**src/rtl/jt6295_cengen.sv**
```systemverilog
// Sample-rate clock-enable generator: prescaler + slot counter producing a per-sample strobe
// and SUB sub-phase strobes with half-step twins. Optional resync port: JT6295_CENGEN_SYNC_EN.
module jt6295_cengen #(
    parameter int PRE_HI = 4,
    parameter int PRE_LO = 5,
    parameter int SLOTS  = 33,
    parameter int SUB    = 4,
    parameter int STEP   = 8,
    parameter int PW     = 3,
    parameter int SW     = 6
) (
    input  logic           clk,
    input  logic           rst_n,
    input  logic           cen,
    input  logic           ss,
`ifdef JT6295_CENGEN_SYNC_EN
    input  logic           sync,
`endif
    output logic           cen_sr,
    output logic [SUB-1:0] cen_sub,
    output logic [SUB-1:0] cen_subb,
    output logic [SW-1:0]  slot,
    output logic           ss_act
);

    localparam logic [PW-1:0] LIM_HI    = PW'(PRE_HI - 1);
    localparam logic [PW-1:0] LIM_LO    = PW'(PRE_LO - 1);
    localparam logic [PW-1:0] PRE_ZERO  = {PW{1'b0}};
    localparam logic [PW-1:0] PRE_ONE   = PW'(1);
    localparam logic [SW-1:0] SLOT_ZERO = {SW{1'b0}};
    localparam logic [SW-1:0] SLOT_ONE  = SW'(1);
    localparam logic [SW-1:0] SLOT_LAST = SW'(SLOTS - 1);

    logic [PW-1:0]  pre_r;
    logic [SW-1:0]  slot_r;
    logic           ss_l_r;

    logic           sync_s;
    logic           boundary_s;
    logic           sel_s;
    logic [PW-1:0]  lim_s;
    logic [PW-1:0]  pre_nx_s;
    logic [SW-1:0]  slot_nx_s;
    logic           ss_l_nx_s;
    logic           sr_nx_s;
    logic [SUB-1:0] sub_nx_s;
    logic [SUB-1:0] subb_nx_s;
    logic [SW-1:0]  slot_out_nx_s;

`ifdef JT6295_CENGEN_SYNC_EN
    assign sync_s = sync;
`else
    assign sync_s = 1'b0;
`endif

    // Next-state counters, latched rate and strobe decode from the pre-update counter values
    always_comb begin
        boundary_s    = (pre_r == PRE_ZERO) && (slot_r == SLOT_ZERO);
        // The rate only switches on a boundary tick, so no sample is ever cut short or stretched
        sel_s         = boundary_s ? ss : ss_l_r;
        lim_s         = sel_s ? LIM_HI : LIM_LO;
        pre_nx_s      = pre_r;
        slot_nx_s     = slot_r;
        ss_l_nx_s     = ss_l_r;
        sr_nx_s       = 1'b0;
        sub_nx_s      = {SUB{1'b0}};
        subb_nx_s     = {SUB{1'b0}};
        slot_out_nx_s = slot;
        if (cen) begin
            slot_out_nx_s = slot_r;
            if (sync_s) begin
                pre_nx_s  = PRE_ZERO;
                slot_nx_s = SLOT_ZERO;
            end else begin
                if (boundary_s) begin
                    ss_l_nx_s = ss;
                end else begin
                    ss_l_nx_s = ss_l_r;
                end
                if (pre_r == lim_s) begin
                    pre_nx_s  = PRE_ZERO;
                    slot_nx_s = (slot_r == SLOT_LAST) ? SLOT_ZERO : slot_r + SLOT_ONE;
                end else begin
                    pre_nx_s  = pre_r + PRE_ONE;
                    slot_nx_s = slot_r;
                end
                if (pre_r == PRE_ZERO) begin
                    sr_nx_s = (slot_r == SLOT_ZERO);
                    for (int k = 0; k < SUB; k++) begin
                        sub_nx_s[k]  = (slot_r == SW'(k * STEP));
                        subb_nx_s[k] = (slot_r == SW'(k * STEP + STEP / 2));
                    end
                end else begin
                    sr_nx_s = 1'b0;
                end
            end
        end else begin
            slot_out_nx_s = slot;
        end
    end

    // State and registered outputs; strobes self-clear because the decode defaults to 0
    always_ff @(posedge clk or negedge rst_n) begin
        if (!rst_n) begin
            pre_r    <= PRE_ZERO;
            slot_r   <= SLOT_ZERO;
            ss_l_r   <= 1'b0;
            cen_sr   <= 1'b0;
            cen_sub  <= {SUB{1'b0}};
            cen_subb <= {SUB{1'b0}};
            slot     <= SLOT_ZERO;
        end else begin
            pre_r    <= pre_nx_s;
            slot_r   <= slot_nx_s;
            ss_l_r   <= ss_l_nx_s;
            cen_sr   <= sr_nx_s;
            cen_sub  <= sub_nx_s;
            cen_subb <= subb_nx_s;
            slot     <= slot_out_nx_s;
        end
    end

    assign ss_act = ss_l_r;

endmodule
```
**config.mk**
```make
export PLATFORM = sky130hd
export DESIGN_NAME = jt6295_cengen
export DESIGN_NICKNAME = d
export VERILOG_FILES = /design/src/rtl/jt6295_cengen.sv
export SDC_FILE = /design/constraint.sdc
export NUM_CORES = 1
export LEC_CHECK = 0
export CAP_MARGIN = 20
export CELL_PAD_IN_SITES_DETAIL_PLACEMENT = 2
export CELL_PAD_IN_SITES_GLOBAL_PLACEMENT = 2
export CORE_ASPECT_RATIO = 0.8
export CORE_MARGIN = 5
export CORE_UTILIZATION = 38
export CTS_BUF_LIST = sky130_fd_sc_hd__clkbuf_4
export DETAILED_ROUTE_END_ITERATION = 10
export GPL_ROUTABILITY_DRIVEN = 1
export PLACE_DENSITY_LB_ADDON = 0.08
export REMOVE_ABC_BUFFERS = 1
export SETUP_SLACK_MARGIN = 0.2
export SLEW_MARGIN = 20
export SYNTH_ARGS = -nofsm -noshare
export SYNTH_HDL_FRONTEND = slang
export SYNTH_SLANG_ARGS = --single-unit
```
**constraint.sdc**
```tcl
create_clock -name clk -period 3.4 [get_ports clk]
set_clock_uncertainty 0.2 [all_clocks]
set_input_delay 0.68 -clock clk [delete_from_list [all_inputs] [get_ports clk]]
set_output_delay 0.68 -clock clk [all_outputs]
set_load 0.01 [all_outputs]
```
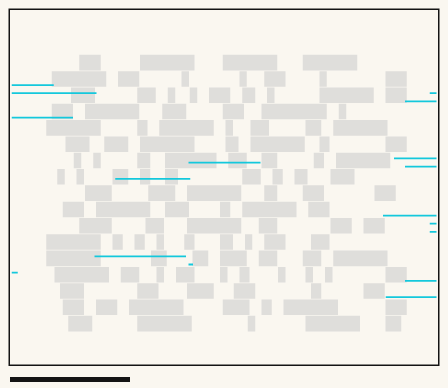
(images/layer_met3.png)
Bar = 20 µm. Cells faint in the background.
longest straight run: 14.9 µm
nets with wire on the layer: 14
share of all routed wire: 3.9%
main direction: horizontal
wire length on this layer: 111 µm

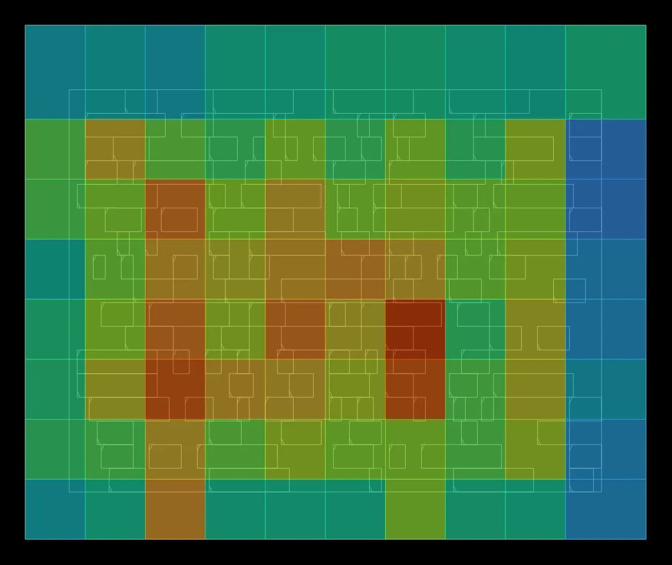
(images/congestion.png)
GRT Max-Usage Layer: met2
M2 GR Usage: 0.240
final core occ: 0.502

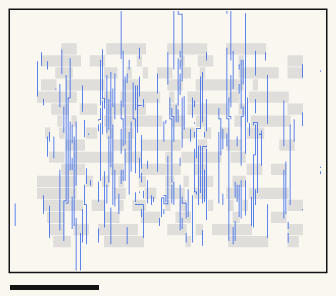
(images/layer_met2.png)
Bar = 20 µm. Cells faint in the background.
nets with wire on the layer: 116
main direction: vertical
longest straight run: 31.6 µm

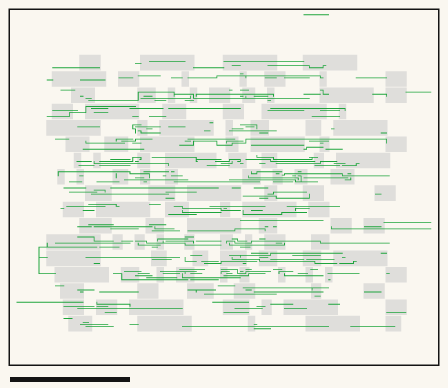
(images/layer_met1.png)
Bar = 20 µm. Cells faint in the background.
share of all routed wire: 48%
main direction: horizontal
nets with wire on the layer: 114
wire length on this layer: 1350 µm

==> Changelog: implementation <==
### Physical design

* Syn. warnings at 0
* I/O pin total at 20
* Die area at 4220 µm²
* Arrival time worst endpoint at 2530 ps
* Vias in the first global route at 918
* Slew headroom at 0.652
* Layout area overhead at 24.0%
* Gates resized, CTS repair at 0
* Skew-Pair Late Insertion Delay at 330 ps
* Placer's final routability congestion estimate at 0.716
* Hold Crit Class: flip-flop to flip-flop
* R2R cell count at 7
* Yosys Instances at 99
* Final period util at 0.735
* Worst r2r src: slot_r[0]$_DFFE_PN0P_
* Chip area estimate from yosys synthesis at 1140 µm²
* Tool warnings at 27
* # port buffers at 19
* Finished Layout Cells at 157
* Final WS setup at 903 ps
* Status: completed
* Critical Path Start: slot_r[0]$_DFFE_PN0P_
* Total number of vias at 838
* Cell Type Count at 35
* Ys async rst share at 1.00
* Post-CTS setup repair buffer count at 0
* CTS tree: yes
* Post-synthesis cell area at 1140 µm²
* Initial antenna violation count at 0
==> cells by family (layout without fill, tap and decap cells) <==
family | Yosys count | in the layout | synth area share
mux | 10 | 10 | 0.101
flops | 24 | 24 | 0.525
simple gates | 33 | 33 | 0.175
xor+xnor | 2 | 2 | 0.0153
fa+ha+maj | 4 | 4 | 0.0437
compound gates | 16 | 16 | 0.0984
buf+inv | 10 | 30 | 0.0426
==> cell type report <==
| cell class | instances | area [µm²] |
|---|---|---|
| clock buffer | 3 | 22.5 |
| clock inverter | 1 | 30.0 |
| fill | 277 | 1410 |
| inverter | 5 | 18.8 |
| multi-input combinational | 65 | 495 |
| sequential | 24 | 601 |
| tap | 38 | 47.5 |
| timing repair buffer | 21 | 205 |
==> registers in the layout, summed over array words and instances, names as in the netlist <==
signal / cells
cen_sub: 4
cen_subb: 4
pre_r: 3
slot: 6
slot_r: 6
ss_act: 1
==> report_power, final <==
part / internal (µW) / switching (µW)
combinational: 208 / 180
clock: 119 / 93.4
sequential: 363 / 123
==> metal layers <==
metal | wire, µm | global-route usage | share of wire
met5 | 0 | 0 | 0
met4 | 44 | 0.0536 | 0.016
met2 | 1330 | 0.240 | 0.47
met3 | 111 | 0.0424 | 0.039
met1 | 1350 | 0.203 | 0.48
==> how the worst min path moves through the flow <==
| stage | slack [ps] | depth (start not counted) | end |
|---|---|---|---|
| 3_5_place_dp | 300 | 1 | slot[2]$_DFFE_PN0P_ |
| 5_1_grt | 360 | 1 | slot[2]$_DFFE_PN0P_ |
| 2_1_floorplan | 180 | 0 | cen_sub[0]$_DFF_PN0_ |
| 6_report | 330 | 1 | slot[2]$_DFFE_PN0P_ |
| 3_3_place_gp | 290 | 1 | slot[5]$_DFFE_PN0P_ |
| 4_1_cts | 330 | 1 | slot[2]$_DFFE_PN0P_ |
